## src/rtl/dmem_arb_pkg.sv

```systemverilog
// Shared definitions for the data-memory arbiter: owner encoding and default
// aux wait limit.
package dmem_arb_pkg;
  localparam logic [1:0] OWN_NONE = 2'd0;
  localparam logic [1:0] OWN_CORE = 2'd1;
  localparam logic [1:0] OWN_AUX  = 2'd2;

  localparam int DEFAULT_MAX_WAIT = 4;
  localparam int WAIT_W = 4;
endpackage

```

## src/rtl/sat_wait_ctr.sv

```systemverilog
// Saturating up-counter with synchronous clear; at_max flags the limit value.
module sat_wait_ctr #(
  parameter int W   = 4,
  parameter int MAX = 4
) (
  input  logic clk,
  input  logic rst_n,
  input  logic clr,
  input  logic inc,
  output logic at_max
);
  localparam logic [W-1:0] MAX_L = W'(MAX);

  logic [W-1:0] cnt;

  always_ff @(posedge clk or negedge rst_n) begin
    if (!rst_n) begin
      cnt <= '0;
    end else if (clr) begin
      cnt <= '0;
    end else if (inc && (cnt != MAX_L)) begin
      cnt <= cnt + W'(1);
    end
  end

  assign at_max = (cnt == MAX_L);
endmodule

```

## src/rtl/dmem_arbiter.sv

```systemverilog
// Arbitrates the single-port data memory between the core load/store port and
// an auxiliary requester; core has priority, aux is forced in after MAX_WAIT.
module dmem_arbiter
  import dmem_arb_pkg::*;
#(
  parameter int AW       = 32,
  parameter int DW       = 32,
  parameter int MAX_WAIT = DEFAULT_MAX_WAIT
) (
  input  logic          clock,
  input  logic          reset,
  input  logic          c_read,
  input  logic          c_write,
  input  logic [AW-1:0] c_addr,
  input  logic [DW-1:0] c_wdata,
  output logic [DW-1:0] c_rdata,
  output logic          c_stall,
  input  logic          a_req,
  input  logic          a_we,
  input  logic [AW-1:0] a_addr,
  input  logic [DW-1:0] a_wdata,
  output logic          a_gnt,
  output logic [DW-1:0] a_rdata,
  output logic          a_rvalid,
  output logic [AW-1:0] m_addr,
  output logic [DW-1:0] m_wdata,
  output logic          m_read,
  output logic          m_write,
  input  logic [DW-1:0] m_rdata
);
  // Aux handshake: a_req is the valid and a_gnt the ready. a_req, a_we,
  // a_addr and a_wdata stay stable until the cycle a_gnt is high; the access
  // happens in that cycle and a new request may follow in the next one.
  logic       c_req;
  logic       wait_max;
  logic [1:0] owner;

  assign c_req = c_read | c_write;

  sat_wait_ctr #(
    .W   (WAIT_W),
    .MAX (MAX_WAIT)
  ) u_wait (
    .clk    (clock),
    .rst_n  (reset),
    .clr    (!a_req || a_gnt),
    .inc    (a_req),
    .at_max (wait_max)
  );

  always_comb begin
    owner = OWN_NONE;
    if (a_req && (wait_max || !c_req)) begin
      owner = OWN_AUX;
    end else if (c_req) begin
      owner = OWN_CORE;
    end
  end

  always_comb begin
    m_addr  = '0;
    m_wdata = '0;
    m_read  = 1'b0;
    m_write = 1'b0;
    case (owner)
      OWN_CORE: begin
        m_addr  = c_addr;
        m_wdata = c_wdata;
        m_read  = c_read;
        m_write = c_write;
      end
      OWN_AUX: begin
        m_addr  = a_addr;
        m_wdata = a_wdata;
        m_read  = !a_we;
        m_write = a_we;
      end
      default: ;
    endcase
  end

  assign a_gnt   = (owner == OWN_AUX);
  // A stalled core store is simply not issued; the core repeats it next cycle.
  assign c_stall = c_req && (owner == OWN_AUX);
  assign c_rdata = m_rdata;

  always_ff @(posedge clock or negedge reset) begin
    if (!reset) begin
      a_rdata  <= '0;
      a_rvalid <= 1'b0;
    end else begin
      a_rvalid <= a_gnt && !a_we;
      if (a_gnt && !a_we) begin
        a_rdata <= m_rdata;
      end
    end
  end
endmodule

```

## config.mk

```make
export PLATFORM = sky130hd
export DESIGN_NAME = dmem_arbiter
export DESIGN_NICKNAME = d
export VERILOG_FILES = /design/src/rtl/dmem_arb_pkg.sv /design/src/rtl/sat_wait_ctr.sv /design/src/rtl/dmem_arbiter.sv
export SDC_FILE = /design/constraint.sdc
export NUM_CORES = 1
export LEC_CHECK = 0
export CAP_MARGIN = 5
export CORE_AREA = 8 8 109 111
export CTS_BUF_LIST = sky130_fd_sc_hd__clkbuf_2 sky130_fd_sc_hd__clkbuf_4 sky130_fd_sc_hd__clkbuf_8
export DETAILED_ROUTE_END_ITERATION = 7
export DIE_AREA = 0 0 117 119
export DONT_BUFFER_PORTS = 1
export PLACE_DENSITY_LB_ADDON = 0.1
export SKIP_CTS_REPAIR_TIMING = 1
export SKIP_LAST_GASP = 1
export SLEW_MARGIN = 20
export SYNTH_ARGS = -nofsm -noshare
export SYNTH_HDL_FRONTEND = slang
export SYNTH_SLANG_ARGS = --single-unit
```

## constraint.sdc

```tcl
create_clock -name clock -period 4 [get_ports clock]
set_input_delay 0.8 -clock clock [delete_from_list [all_inputs] [get_ports clock]]
set_output_delay 0.8 -clock clock [all_outputs]
set_load 0.02 [all_outputs]
```

### Met3 routing, run 1

Drawn at 4 px/um.
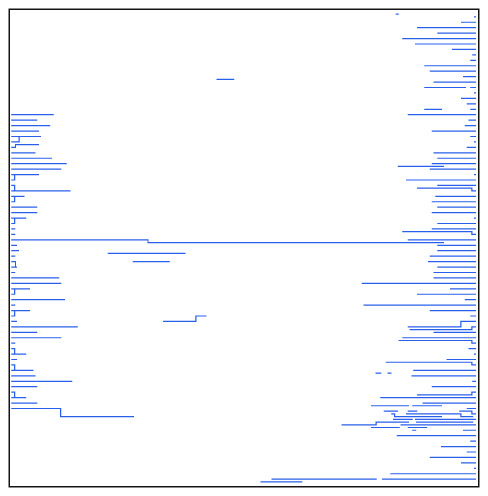
longest straight run: 73.8 um
share of all routed wire: 15%
wire length on this layer: 1480 um
nets with wire on the layer: 133

### Selected gate families, run 1

Drawn at 3 px/um.
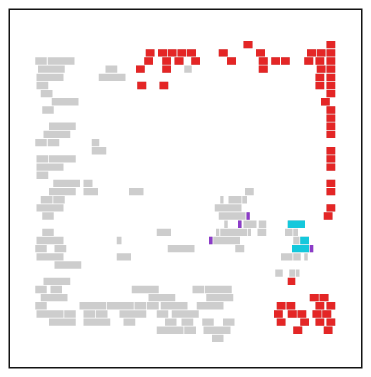
| colour | family | cells |
|---|---|---|
| red | non-inverting ao/oa cells | 65 |
| cyan | aoi and oai cells | 3 |
| purple | inv cells | 4 |

### Cells by drive strength, run 1

Drawn at 3 px/um.
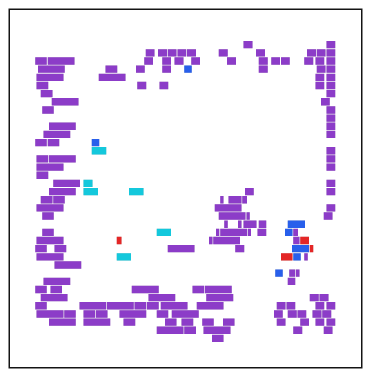
| colour | size | cells |
|---|---|---|
| purple | _0 and _1 cells | 153 |
| red | _2 cells | 4 |
| cyan | _6 and larger | 6 |
| blue | _3 and _4 cells | 7 |

### Cells coloured by class, run 1

Drawn at 3 px/um. Fill, decap, tap and diode cells in grey.
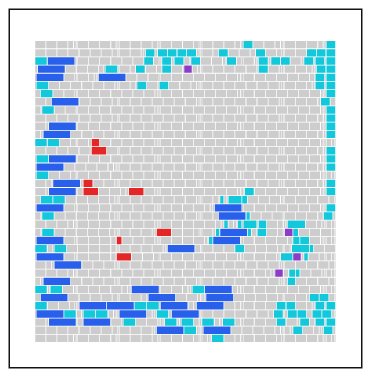
| colour | class | cells | share of their area |
|---|---|---|---|
| blue | sequential cells | 37 | 43% |
| cyan | combinational and other logic | 121 | 51% |
| red | clock drivers and dummy loads | 8 | 4.2% |
| purple | remaining buffers and delay cells | 4 | 1.4% |

==> results.toml, run 1 <==
# physical design summary
[final_layout]
area_growth_pct = -2.83
instances_no_fill = 306
seq_area_um2 = 926
drive_above_1_share_pct = 10.0
fin_area_um2 = 2320
antenna_cells = 0
nets = 337
fill_cells = 1081
final_core_utilization_pct = 22.9
final-comb-area_um2 = 1080

[die]
chip_area_um2 = 13900
core-area_um2 = 10100
ios = 299
fp.dieH_um = 119
die_x_um = 117
rows = 37
initCoreUtil_pct = 23.6

[setup_path]
r2r-start = "u_wait.cnt[0]"
critPathLaunch = "u_wait.cnt[0]"
cp.arrival_ps = 2390
r2r_end = "a_rdata[20]"
cp_top_family = "buffers and inverters"
start_kind = "register"
endpoint = "m_wdata[29]"
critPathRequiredTime_ps = 3200
crit_buf_inv = 3
cp-end-kind = "primary output"
cp_slowest_cell = "inv_2"
rr_worst_depth = 6
worstPathCellList = "inv_1 -> ha_1 -> and3b_1 -> o21ai_2 -> inv_2 -> buf_4 -> a22o_1"
r2r_setup_slack_ps = 2150
crit_type = "reg -> out"
max_stage_delay_ps = 450
cp_max_fo = 38
cp.depth = 7

[route]
wl_um = 9860
met2_length_um = 5280
wire_per_inst_um = 32.2
num_vias = 1628
first_iter_violations = 117
wl_met3_um = 1480
via_per_inst = 5.32
highest_layer = "met4"
drc_errors = 0
firstDrtPassIters = 4
met1_length_um = 2950
ant_nets = 0

[synthesis]
synth_nets = 374
ys_sh_xor_pct = 0.735
ys_sh_mux_pct = 15.6
yosysWarnings = 0
postSynthAreaPerCell_um2 = 11.6
synthAdderAreaFrac_pct = 1.05
netlist_instances = 206
logic_family = "AND-OR/OR-AND gates"
yosysCellCount = 206
aoi_share_pct = 25.2
ys_area_um2 = 2380
postSynthSeqShare_pct = 38.8
ys_sh_simple_pct = 2.57
numSynthFlops = 37
synth_area_um2 = 2380
yosysUniqueCellTypes = 22

[power]
pwr-share-seq_pct = 54.7
p_clk_mw = 0.263
p_comb_share_pct = 21.7
vdd_drop_max_mv = 0.265
switchingPower_mw = 0.447
p_leak_nw = 1.05
internal_power_mw = 0.663
pwr_density_cell_nw_per_um2 = 479
pwr-share-clk_pct = 23.7
comb_cell_power_mw = 0.240
power_mw = 1.11
maxPowerGroup = "sequential cells"
seq_power_mw = 0.607
swShare_pct = 40.3

[grt]
antenna_found_initial = 0
gr-max-usage-layer = "met2"
grt_max_degree = 65
gr-usage-met2_pct = 23.9
grt_pass1_wl_um = 12700
grt.total_usage_pct = 12.5
grt_pass1_vias = 1751
met1_usage_pct = 11.5
grt_util_met3_pct = 5.31
grt_remaining_overflow = 0

[sta]
slew_headroom_pct = 60.6
fin_hold_ws_ps = 198
tightest_slew_ps = 591
final.setup_skew_ps = 5.72
hold_violations = 0
finalSetupViolCount = 0
fin_crit_ps = 3190
max_clock_freq_ghz = 0.314
finalClockPeriodUsage_pct = 79.7
tns_ps = 0
grt_setup_unrepaired = "false"
slew_violations = 0
setup_slack_ps = 813

[placed_design]
port_buffers = 0
place_area_um2 = 2230
place_ws_ps = 857
place_congestion = 1.03
dp_hpwl_um = 8530
placedCellCount = 298

[cts]
htree_levels = 2
clockBufferDepth = 2
clk_latency_ps = 280
path_clk_slew_ps = 80
cts_inserted_buffers = 5
cts_tree = "yes"
cts.sinks = 37
clock-root-buffer = "clkbuf_8"

[worst_hold_path]
hp-class = "in -> async"

[job]
cap_viol_max_count = 0
openroad.warnings = 27

[run_status]
status = "finished clean"
[run 1: layout by cell type, fill, tap and decap left out]
cell,Yosys,routed
mux2_2,1,1
nor2_1,6,6
inv_1,3,3
ha_1,2,2
dfrtp_1,37,37
mux2_1,32,32
a22o_1,64,64
a21o_1,1,1
clkinvlp_4,0,1
xnor2_1,1,1
nand3b_1,1,1
a21oi_4,1,2
inv_2,1,1
or2_1,1,1
and3b_1,1,1
nand2b_1,1,1
clkbuf_8,0,5
xor2_1,1,1
buf_4,35,4
inv_6,0,1
nand3_1,2,2
o21ai_2,1,1
clkinv_2,0,1
[run 1: state kept, by name (all words and copies together), names as in the netlist]
signal / cells
u_wait.cnt: 4
a_rvalid: 1
a_rdata: 32
[run 1: Yosys cell counts]
| library cell | n | share of area [%] |
|---|---|---|
| a21o_1 | 1 | 0.32 |
| a21oi_2 | 1 | 0.37 |
| a21oi_4 | 1 | 0.68 |
| a22o_1 | 64 | 24 |
| and3b_1 | 1 | 0.37 |
| buf_2 | 7 | 1.5 |
| buf_4 | 35 | 11 |
| buf_6 | 6 | 2.8 |
| dfrtp_1 | 37 | 39 |
| ha_1 | 2 | 1.0 |
| inv_1 | 3 | 0.47 |
| inv_2 | 1 | 0.16 |
| mux2_1 | 32 | 15 |
| mux2_2 | 1 | 0.47 |
| nand2b_1 | 1 | 0.26 |
| nand3_1 | 2 | 0.42 |
| nand3b_1 | 1 | 0.32 |
| nor2_1 | 6 | 0.94 |
| o21ai_2 | 1 | 0.37 |
| or2_1 | 1 | 0.26 |
| xnor2_1 | 1 | 0.37 |
| xor2_1 | 1 | 0.37 |
[run 1: area by class of cell]
class	count	share of cell area (%)
multi-input cells	117	46.8
flip-flops and latches	37	40.0
well taps	136	7.35
clock buffers	5	2.97
repair buffers	4	1.30
clock inverters	3	0.918
inverters	4	0.648
--- run 2 (diff from run 1) ---
- clock period: 4 -> 2.7 ns (I/O delays scaled with it)
### Met3 routing, run 2

Drawn at 4 px/um.
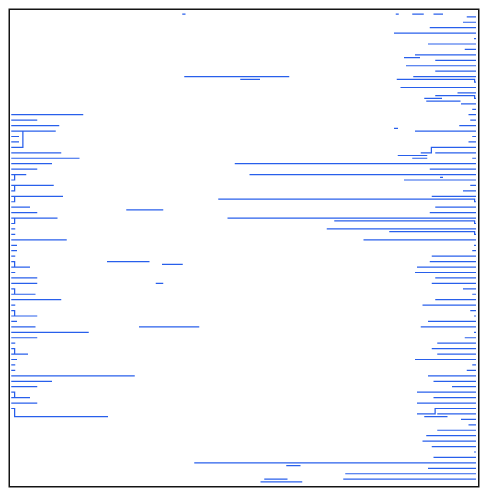
longest straight run: 70.2 um
share of all routed wire: 15%
wire length on this layer: 1610 um
nets with wire on the layer: 134
main direction: horizontal

==> run 2 against run 1 <==
  * Synthesized area is the same
  * Critical path depth rose by 1
  * Clock power rose by 86%
  * Global-route usage increased by 0.17 points
  * Hold slack worse by 120 ps
  * Worst setup slack lost 800 ps
  * Synthesized cell count is the same
  * First-iteration DRC count decreased by 44%
  * Die size unchanged
==> results.toml, run 2 <==
# physical design summary
[final_layout]
instances_no_fill = 322
final_core_utilization_pct = 26.9
top_regs = "a_rdata: 32 flops, u_wait.cnt: 4 flops, a_rvalid: 1 flops"
regMostFlops = "a_rdata"
fill_cells = 1060
fin_area_um2 = 2720
drive_above_1_share_pct = 37.3
layout_top_cell = "dfrtp_1"
nets = 352
area_growth_pct = 14.1
mostFrequentLayoutCells = "dfrtp_1 (37), mux2_1 (32), a22o_2 (31), a22o_1 (29)"
largest_reg_flops = 32

[cts]
cts_inserted_buffers = 5
cts_tree = "yes"
cts.sinks = 37
htree_levels = 2
clk_latency_ps = 290
clockBufferDepth = 2
path_clk_slew_ps = 80
clock-root-buffer = "clkbuf_8"

[sta]
fin_hold_ws_ps = 79.2
fin_crit_ps = 2690
final.setup_skew_ps = 9.00
slew_violations = 0
finalClockPeriodUsage_pct = 99.5
max_clock_freq_ghz = 0.372
hold_violations = 0
slew_headroom_pct = 68.7
finalSetupViolCount = 0
tns_ps = 0
tightest_slew_ps = 467
grt_setup_unrepaired = "true"
setup_slack_ps = 12.8

[synthesis]
synthArstFlopShare_pct = 100
synth_nets = 374
synth-main-ff-cell = "dfrtp_1"
postSynthSeqShare_pct = 38.8
yosysCellCount = 206
netlist_instances = 206
netlist.area_leader.share_pct = 38.8
most_common_cell = "a22o_1"
numSynthFlops = 37
synth-edff-count = 0
postSynthAreaPerCell_um2 = 11.6
top_area_cell = "dfrtp_1"
yosysWarnings = 0
synth_area_um2 = 2380
yosysUniqueCellTypes = 22
topCellsByArea = "dfrtp_1 (39%), a22o_1 (24%), mux2_1 (15%)"
ys_area_um2 = 2380
common_cells = "a22o_1 (64), dfrtp_1 (37), buf_4 (35)"

[setup_path]
r2r_setup_slack_ps = 810
max_stage_delay_ps = 380
critPathLaunch = "u_wait.cnt[0]"
crit_type = "reg -> out"
cp_top_family = "buffers and inverters"
critPathRequiredTime_ps = 2160
cp-end-kind = "primary output"
r2r_end = "a_rdata[21]"
worstPathCellList = "inv_1 -> ha_2 -> and3b_2 -> o21ai_4 -> clkinv_4 -> buf_16 -> a22o_4 -> buf_12"
start_kind = "register"
r2r-start = "u_wait.cnt[0]"
rr_worst_depth = 6
cp_slowest_cell = "dfrtp_1"
cp.arrival_ps = 2150
cp_max_fo = 8
crit_buf_inv = 4

[placed_design]
place_congestion = 0.981
dp_hpwl_um = 8630
placedCellCount = 304
place_area_um2 = 2330
place_ws_ps = 210
port_buffers = 0

[power]
pwr_density_cell_nw_per_um2 = 673
power_mw = 1.83
p_leak_nw = 1.22
vdd_drop_max_mv = 0.325

[grt]
grt.total_usage_pct = 12.6
grt_max_degree = 63
antenna_found_initial = 1
grt_pass1_wl_um = 12800
grt_remaining_overflow = 0
grt_pass1_vias = 1781

[worst_hold_path]
hp-class = "in -> async"

[route]
firstDrtPassIters = 4
first_iter_violations = 65
ant_nets = 0
num_vias = 1687
wire_per_inst_um = 33.2
drc_errors = 0
wl_um = 10700
via_per_inst = 5.24

[job]
cap_viol_max_count = 0
openroad.warnings = 28

[die]
fp.dieH_um = 119
core-area_um2 = 10100
initCoreUtil_pct = 23.6
chip_area_um2 = 13900
die_x_um = 117
rows = 37
ios = 299

[run_status]
status = "finished clean"
-- run 2: cell counts after synthesis --
No cell type changed its count.
-- run 2: report_power, final --
part,internal [mW],total [mW],switching [mW]
registers,0.670,0.900,0.229
logic,0.188,0.441,0.253
clock network,0.287,0.489,0.201
total,1.15,1.83,0.684
-- run 2: kinds of logic (layout without fill, tap and decap cells) --
kind of cell               Yosys count  in the layout  share of synthesized area (%)
AOI/OAI and AO/OA                   68             68                           25.2
xor gates and xnor gates             2              2                          0.735
adders and majority gates            2              2                           1.05
buffers and inverters               52             31                           16.0
DFF                                 37             37                           38.8
muxes                               33             33                           15.6
other                                0              1                              0
and+or+nand+nor                     12             12                           2.57
-- run 2: metal layers --
metal	track usage (%)	wire length, um
met1	11.4	3370
met2	23.9	5500
met3	6.27	1610
met4	3.60	219
met5	0	0
-- run 2: worst max-delay path by stage --
stage | end | slack (ps) | cells past startpoint
global placement | m_addr[20] | 300 | 8
CTS | m_addr[20] | -130 | 8
floorplan | m_addr[0] | 570 | 8
detailed placement | m_addr[20] | 210 | 8
finish | m_addr[20] | 10 | 8
global route | m_addr[20] | -100 | 8
-- run 2: cell type report --
class | count | area (um2) | share of cell area (%)
clock buffers | 6 | 76.3 | 2.81
well taps | 136 | 170 | 6.26
flip-flops and latches | 37 | 926 | 34.1
inverters | 4 | 20.0 | 0.736
clock inverters | 2 | 38.8 | 1.43
multi-input cells | 117 | 1170 | 43.0
repair buffers | 19 | 315 | 11.6
diodes | 1 | 2.50 | 0.0920
Power is estimated from default activity; no workload was simulated.
